<file path="src/rtl/ram_pkg.sv">
// ---------------------------------------------------------------------------
// ram_pkg
// Definitions shared by the 3-port RAM, its write controller and the
// read-side controllers.
//   wr_state_e : write-controller FSM states (CLEAR = zero-fill, RUN = stream)
//   ram_depth  : number of RAM entries for a given address width
// ---------------------------------------------------------------------------
package ram_pkg;

  typedef enum logic {
    CLEAR = 1'b0,
    RUN   = 1'b1
  } wr_state_e;

  // The RAM is always a full power of two, so DEPTH-1 is the all-ones
  // address and counters wrap naturally.
  function automatic int unsigned ram_depth(input int unsigned addr_width);
    return 32'd1 << addr_width;
  endfunction

endpackage

</file>
<file path="src/rtl/ram_addr_counter.sv">
// ---------------------------------------------------------------------------
// ram_addr_counter
// Modulo-DEPTH address counter. Used for the zero-fill address and for the
// stream write pointer.
//   clk, rst_n : clock, asynchronous active-low reset
//   clr        : synchronous clear to 0 (wins over inc)
//   inc        : advance by one, DEPTH-1 wraps to 0
//   count      : current address
// ---------------------------------------------------------------------------
module ram_addr_counter
  import ram_pkg::*;
#(
  parameter int ADDR_WIDTH = 3
) (
  input  logic                  clk,
  input  logic                  rst_n,
  input  logic                  clr,
  input  logic                  inc,
  output logic [ADDR_WIDTH-1:0] count
);

  localparam int unsigned DEPTH = ram_depth(ADDR_WIDTH);
  localparam logic [ADDR_WIDTH-1:0] LAST_ADDR = ADDR_WIDTH'(DEPTH - 1);
  localparam logic [ADDR_WIDTH-1:0] ONE       = ADDR_WIDTH'(1);

  // NOTE: clocked state uses non-blocking (<=) so every flop samples the
  // pre-edge values of the others; blocking here would create order-
  // dependent simulation and a mismatch against the synthesized netlist.
  always_ff @(posedge clk or negedge rst_n) begin
    if (!rst_n) begin
      count <= '0;
    end else if (clr) begin
      count <= '0;
    end else if (inc) begin
      count <= (count == LAST_ADDR) ? '0 : count + ONE;
    end
  end

endmodule

</file>
<file path="src/rtl/ram_write_ctrl.sv">
// ---------------------------------------------------------------------------
// ram_write_ctrl
// Write-side controller for the 3-port RAM (one synchronous write port, two
// asynchronous read ports). Zero-fills the RAM after reset or clr, then
// writes a valid/ready stream to sequential, wrapping addresses.
//   clk, rst_n   : clock, asynchronous active-low reset
//   clr          : synchronous request to re-zero the RAM and restart
//   s_valid/s_data/s_last/s_ready : upstream stream (s_ready from state/clr)
//   we/w_addr/w_data : registered RAM write port, 1 cycle after accept
//   clearing     : zero-fill in progress
//   wr_ptr       : next address the stream will write
//   fill_count   : beats written in the current frame, saturating at DEPTH
//   frame_len    : length of the last completed frame, saturating at DEPTH
//   frame_done   : one-cycle pulse aligned with the last beat's write
// ---------------------------------------------------------------------------
module ram_write_ctrl
  import ram_pkg::*;
#(
  parameter int ADDR_WIDTH = 3,
  parameter int DATA_WIDTH = 8
) (
  input  logic                  clk,
  input  logic                  rst_n,
  input  logic                  clr,
  input  logic                  s_valid,
  input  logic [DATA_WIDTH-1:0] s_data,
  input  logic                  s_last,
  output logic                  s_ready,
  output logic                  we,
  output logic [ADDR_WIDTH-1:0] w_addr,
  output logic [DATA_WIDTH-1:0] w_data,
  output logic                  clearing,
  output logic [ADDR_WIDTH-1:0] wr_ptr,
  output logic [ADDR_WIDTH:0]   fill_count,
  output logic [ADDR_WIDTH:0]   frame_len,
  output logic                  frame_done
);

  localparam int unsigned DEPTH = ram_depth(ADDR_WIDTH);
  localparam logic [ADDR_WIDTH-1:0] LAST_ADDR = ADDR_WIDTH'(DEPTH - 1);
  localparam logic [ADDR_WIDTH:0]   DEPTH_CNT = (ADDR_WIDTH + 1)'(DEPTH);
  localparam logic [ADDR_WIDTH:0]   CNT_ONE   = (ADDR_WIDTH + 1)'(1);

  wr_state_e               state;
  wr_state_e               state_nxt;
  logic                    accept;
  logic [ADDR_WIDTH-1:0]   clr_cnt;
  logic                    clr_cnt_inc;
  logic                    ptr_clr;
  logic                    ptr_inc;
  logic [ADDR_WIDTH:0]     fill_inc;

  // -------------------------------------------------------------------------
  // FSM
  // -------------------------------------------------------------------------
  always_ff @(posedge clk or negedge rst_n) begin
    if (!rst_n) begin
      state <= CLEAR;
    end else begin
      state <= state_nxt;
    end
  end

  // NOTE: every signal written here gets a default first; a path that
  // leaves one unassigned would infer a latch instead of combinational logic.
  always_comb begin
    state_nxt = state;
    s_ready   = 1'b0;
    clearing  = 1'b0;
    case (state)
      CLEAR: begin
        clearing = 1'b1;
        // The last zero-fill write is issued on the same edge we leave.
        if (clr_cnt == LAST_ADDR) state_nxt = RUN;
      end
      RUN: begin
        // Ready never looks at s_valid, so upstream may wait on it.
        s_ready = !clr;
      end
      default: state_nxt = CLEAR;
    endcase
    if (clr) state_nxt = CLEAR;
  end

  assign accept = s_valid && s_ready;

  // -------------------------------------------------------------------------
  // Address counters
  // -------------------------------------------------------------------------
  // Zero-fill address: counts only while filling, wraps back to 0 on the
  // final write so a later clr starts from a clean counter anyway.
  assign clr_cnt_inc = (state == CLEAR) && !clr;

  ram_addr_counter #(.ADDR_WIDTH(ADDR_WIDTH)) u_clr_cnt (
    .clk   (clk),
    .rst_n (rst_n),
    .clr   (clr),
    .inc   (clr_cnt_inc),
    .count (clr_cnt)
  );

  // Stream pointer: a completed frame restarts at address 0, an abandoned
  // one (clr) does too.
  assign ptr_clr = clr || (accept && s_last);
  assign ptr_inc = accept && !s_last;

  ram_addr_counter #(.ADDR_WIDTH(ADDR_WIDTH)) u_wr_ptr (
    .clk   (clk),
    .rst_n (rst_n),
    .clr   (ptr_clr),
    .inc   (ptr_inc),
    .count (wr_ptr)
  );

  // -------------------------------------------------------------------------
  // Registered write port and frame bookkeeping
  // -------------------------------------------------------------------------
  assign fill_inc = (fill_count == DEPTH_CNT) ? DEPTH_CNT : fill_count + CNT_ONE;

  always_ff @(posedge clk or negedge rst_n) begin
    if (!rst_n) begin
      we         <= 1'b0;
      w_addr     <= '0;
      w_data     <= '0;
      fill_count <= '0;
      frame_len  <= '0;
      frame_done <= 1'b0;
    end else begin
      we         <= 1'b0;
      frame_done <= accept && s_last;

      // The edge that samples clr issues no write; the restarted zero-fill
      // begins at address 0 on the following edge.
      if ((state == CLEAR) && !clr) begin
        we     <= 1'b1;
        w_addr <= clr_cnt;
        w_data <= '0;
      end else if (accept) begin
        we     <= 1'b1;
        w_addr <= wr_ptr;
        w_data <= s_data;
      end

      // frame_len deliberately survives clr: an abandoned frame never
      // completes, so the last completed length stays valid.
      if (clr) begin
        fill_count <= '0;
      end else if (accept) begin
        if (s_last) begin
          fill_count <= '0;
          frame_len  <= fill_inc;
        end else begin
          fill_count <= fill_inc;
        end
      end
    end
  end

endmodule

</file>
<file path="config.mk">
export PLATFORM = sky130hd
export DESIGN_NAME = ram_write_ctrl
export DESIGN_NICKNAME = d
export VERILOG_FILES = /design/src/rtl/ram_pkg.sv /design/src/rtl/ram_addr_counter.sv /design/src/rtl/ram_write_ctrl.sv
export SDC_FILE = /design/constraint.sdc
export NUM_CORES = 1
export LEC_CHECK = 0
export CAP_MARGIN = 0
export CORE_UTILIZATION = 40
export DETAILED_ROUTE_END_ITERATION = 8
export GPL_ROUTABILITY_DRIVEN = 0
export PLACE_DENSITY = 0.69
export SYNTH_ARGS = -nofsm -noshare
export SYNTH_HDL_FRONTEND = slang
export SYNTH_HIERARCHICAL = 1
export SYNTH_SLANG_ARGS = --single-unit
</file>
<file path="constraint.sdc">
create_clock -name clk -period 1.9 [get_ports clk]
set_clock_uncertainty 0.15 [all_clocks]
set_input_delay 0.285 -clock clk [delete_from_list [all_inputs] [get_ports clk]]
set_output_delay 0.285 -clock clk [all_outputs]
set_load 0.005 [all_outputs]
</file>
==> flow_summary.toml <==
# synthesis and place-and-route metrics
[sta]
final.setup.tns_ns = 0
fmax_mhz = 562
hold_viol_final = 0
finalClockPeriodUsage = 0.936
setup_slack_ns = 0.121
slew_viol_final = 0
worst_pin_slew_ns = 0.352

[global_route]
grt_use_total = 0.179
antenna_found_initial = 0

[yosys]
ys_sh_aoi = 0.204
syn_avg_cell_area_um2 = 11.2
edf_count = 0
top_cells_by_count = "28 x dfrtp_1, 16 x a22o_1, 10 x a21oi_1"
syn_inst = 124
synth_top_area_share = 0.506
syn_nets = 143

[clocking]
clock_sinks = 28
clock-root-buffer = "clkbuf_4"
clockBufferDepth = 2

[final_layout]
final_cell_mix = "37 x clkdlybuf4s50_1, 28 x dfrtp_1, 16 x a22o_1, 15 x buf_4, 10 x a21oi_1"
finalNetCount = 194
mostFrequentLayoutCell = "clkdlybuf4s50_1"

[power_and_ir_drop]
p_clk_frac = 0.344
p_per_area_nw_per_um2 = 584

[route]
drt_iter0_markers = 11
drc_errors = 0

[status]
status = "finished, final reports clean"

[placement]
dp_slack_ns = -0.0283

[floorplanning]
ios = 39

[worst_setup_path]
crit_type = "reg -> out"
cp.required_ns = 1.46

[run]
maxCapViolCount = 0
==> final timing paths <==
check                                     to          from  slack (ns)
setup / recovery                    clearing         state        0.12
hold / removal                    frame_done         rst_n        0.17
setup reg to reg                   w_addr[0]         state        0.20
hold reg to reg                 frame_len[0]  frame_len[0]        0.35
max in group asynchronous  u_wr_ptr/count[2]         rst_n        1.16
min in group clk                frame_len[0]  frame_len[0]        0.35
==> routing by layer <==
layer	share of wire	global-route usage	up-vias
met5	0	0	-
met4	0.0034	0.0487	0
met3	0.025	0.0256	2
met2	0.51	0.316	17
met1	0.46	0.228	535
li1	-	-	553
==> per-stage QoR <==
stage	instances	utilization	hold slack, ns
after floorplan	124	-	-0.161
after detailed placement	215	0.565	0.328
after global placement	215	0.565	0.310
after CTS	220	0.583	0.185
after global routing	220	0.583	0.181
final	220	0.583	0.173
==> flip-flops by register name, indices dropped and copies added, names as in the netlist <==
signal	flops
w_data	8
fill_count	4
frame_len	4
u_clr_cnt/count	3
u_wr_ptr/count	3
w_addr	3
frame_done	1
state	1
we	1
==> power by group through the flow <==
stage,clock network [mW],logic [mW],registers (mW)
detailed placement,0,0.130,0.628
global placement,0,0.127,0.627
global route,0.432,0.143,0.619
CTS,0.403,0.130,0.617
finish,0.391,0.128,0.617
floorplan,0,0.0517,0.628
==> final cells by class <==
class,count,share of cell area
inverters,8,0.0154
multi-input cells,81,0.315
flip-flops and latches,28,0.360
clock buffers,3,0.0116
repair buffers,53,0.253
well taps,46,0.0296
clock inverters,1,0.0154
==> worst max-delay path, cell delays in order (launching register included) <==
cell and delay [ns]:
dfrtp_1 0.43, inv_2 0.09, clkdlybuf4s50_1 0.50
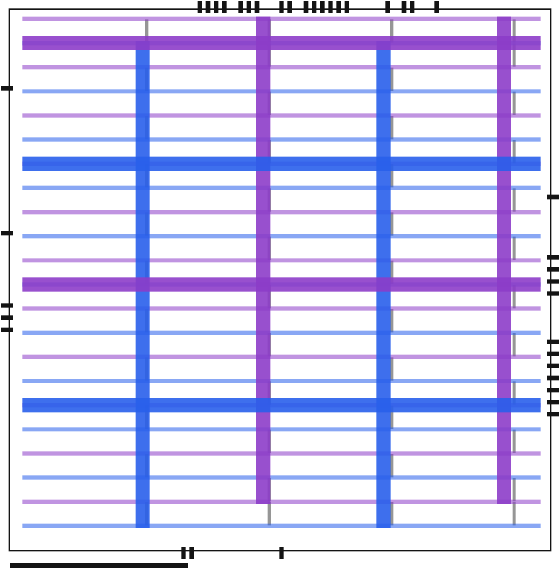
*PDN straps and rails*
The bar under the picture is 20 µm long. Pins as bars on the die edge. Tap cells in grey.
| colour | net |
|---|---|
| purple | VDD |
| blue | VSS |
met4 straps: 4
met5 straps: 4
met1 rails: 22

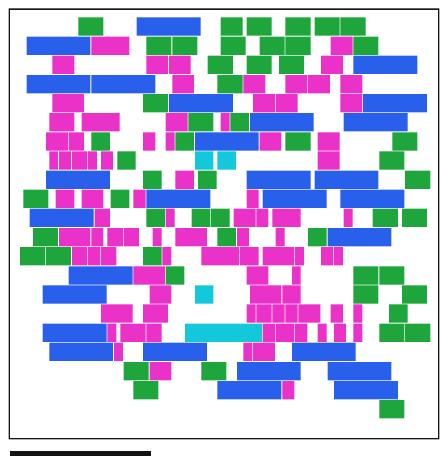
*Placement by cell class*
The bar under the picture is 20 µm long.
| colour | class | cells | share of their area |
|---|---|---|---|
| blue | registers | 28 | 37% |
| magenta | remaining logic cells | 89 | 34% |
| cyan | clock drivers and dummy loads | 4 | 2.8% |
| green | remaining buffers and delay cells | 53 | 26% |
Final Cell Area: 1950 µm²
core area: 3340 µm²
FP Rows: 21
register fraction of the total cell area: 0.360
Finished Core Util: 0.583

Power is estimated from default activity; no workload was simulated.
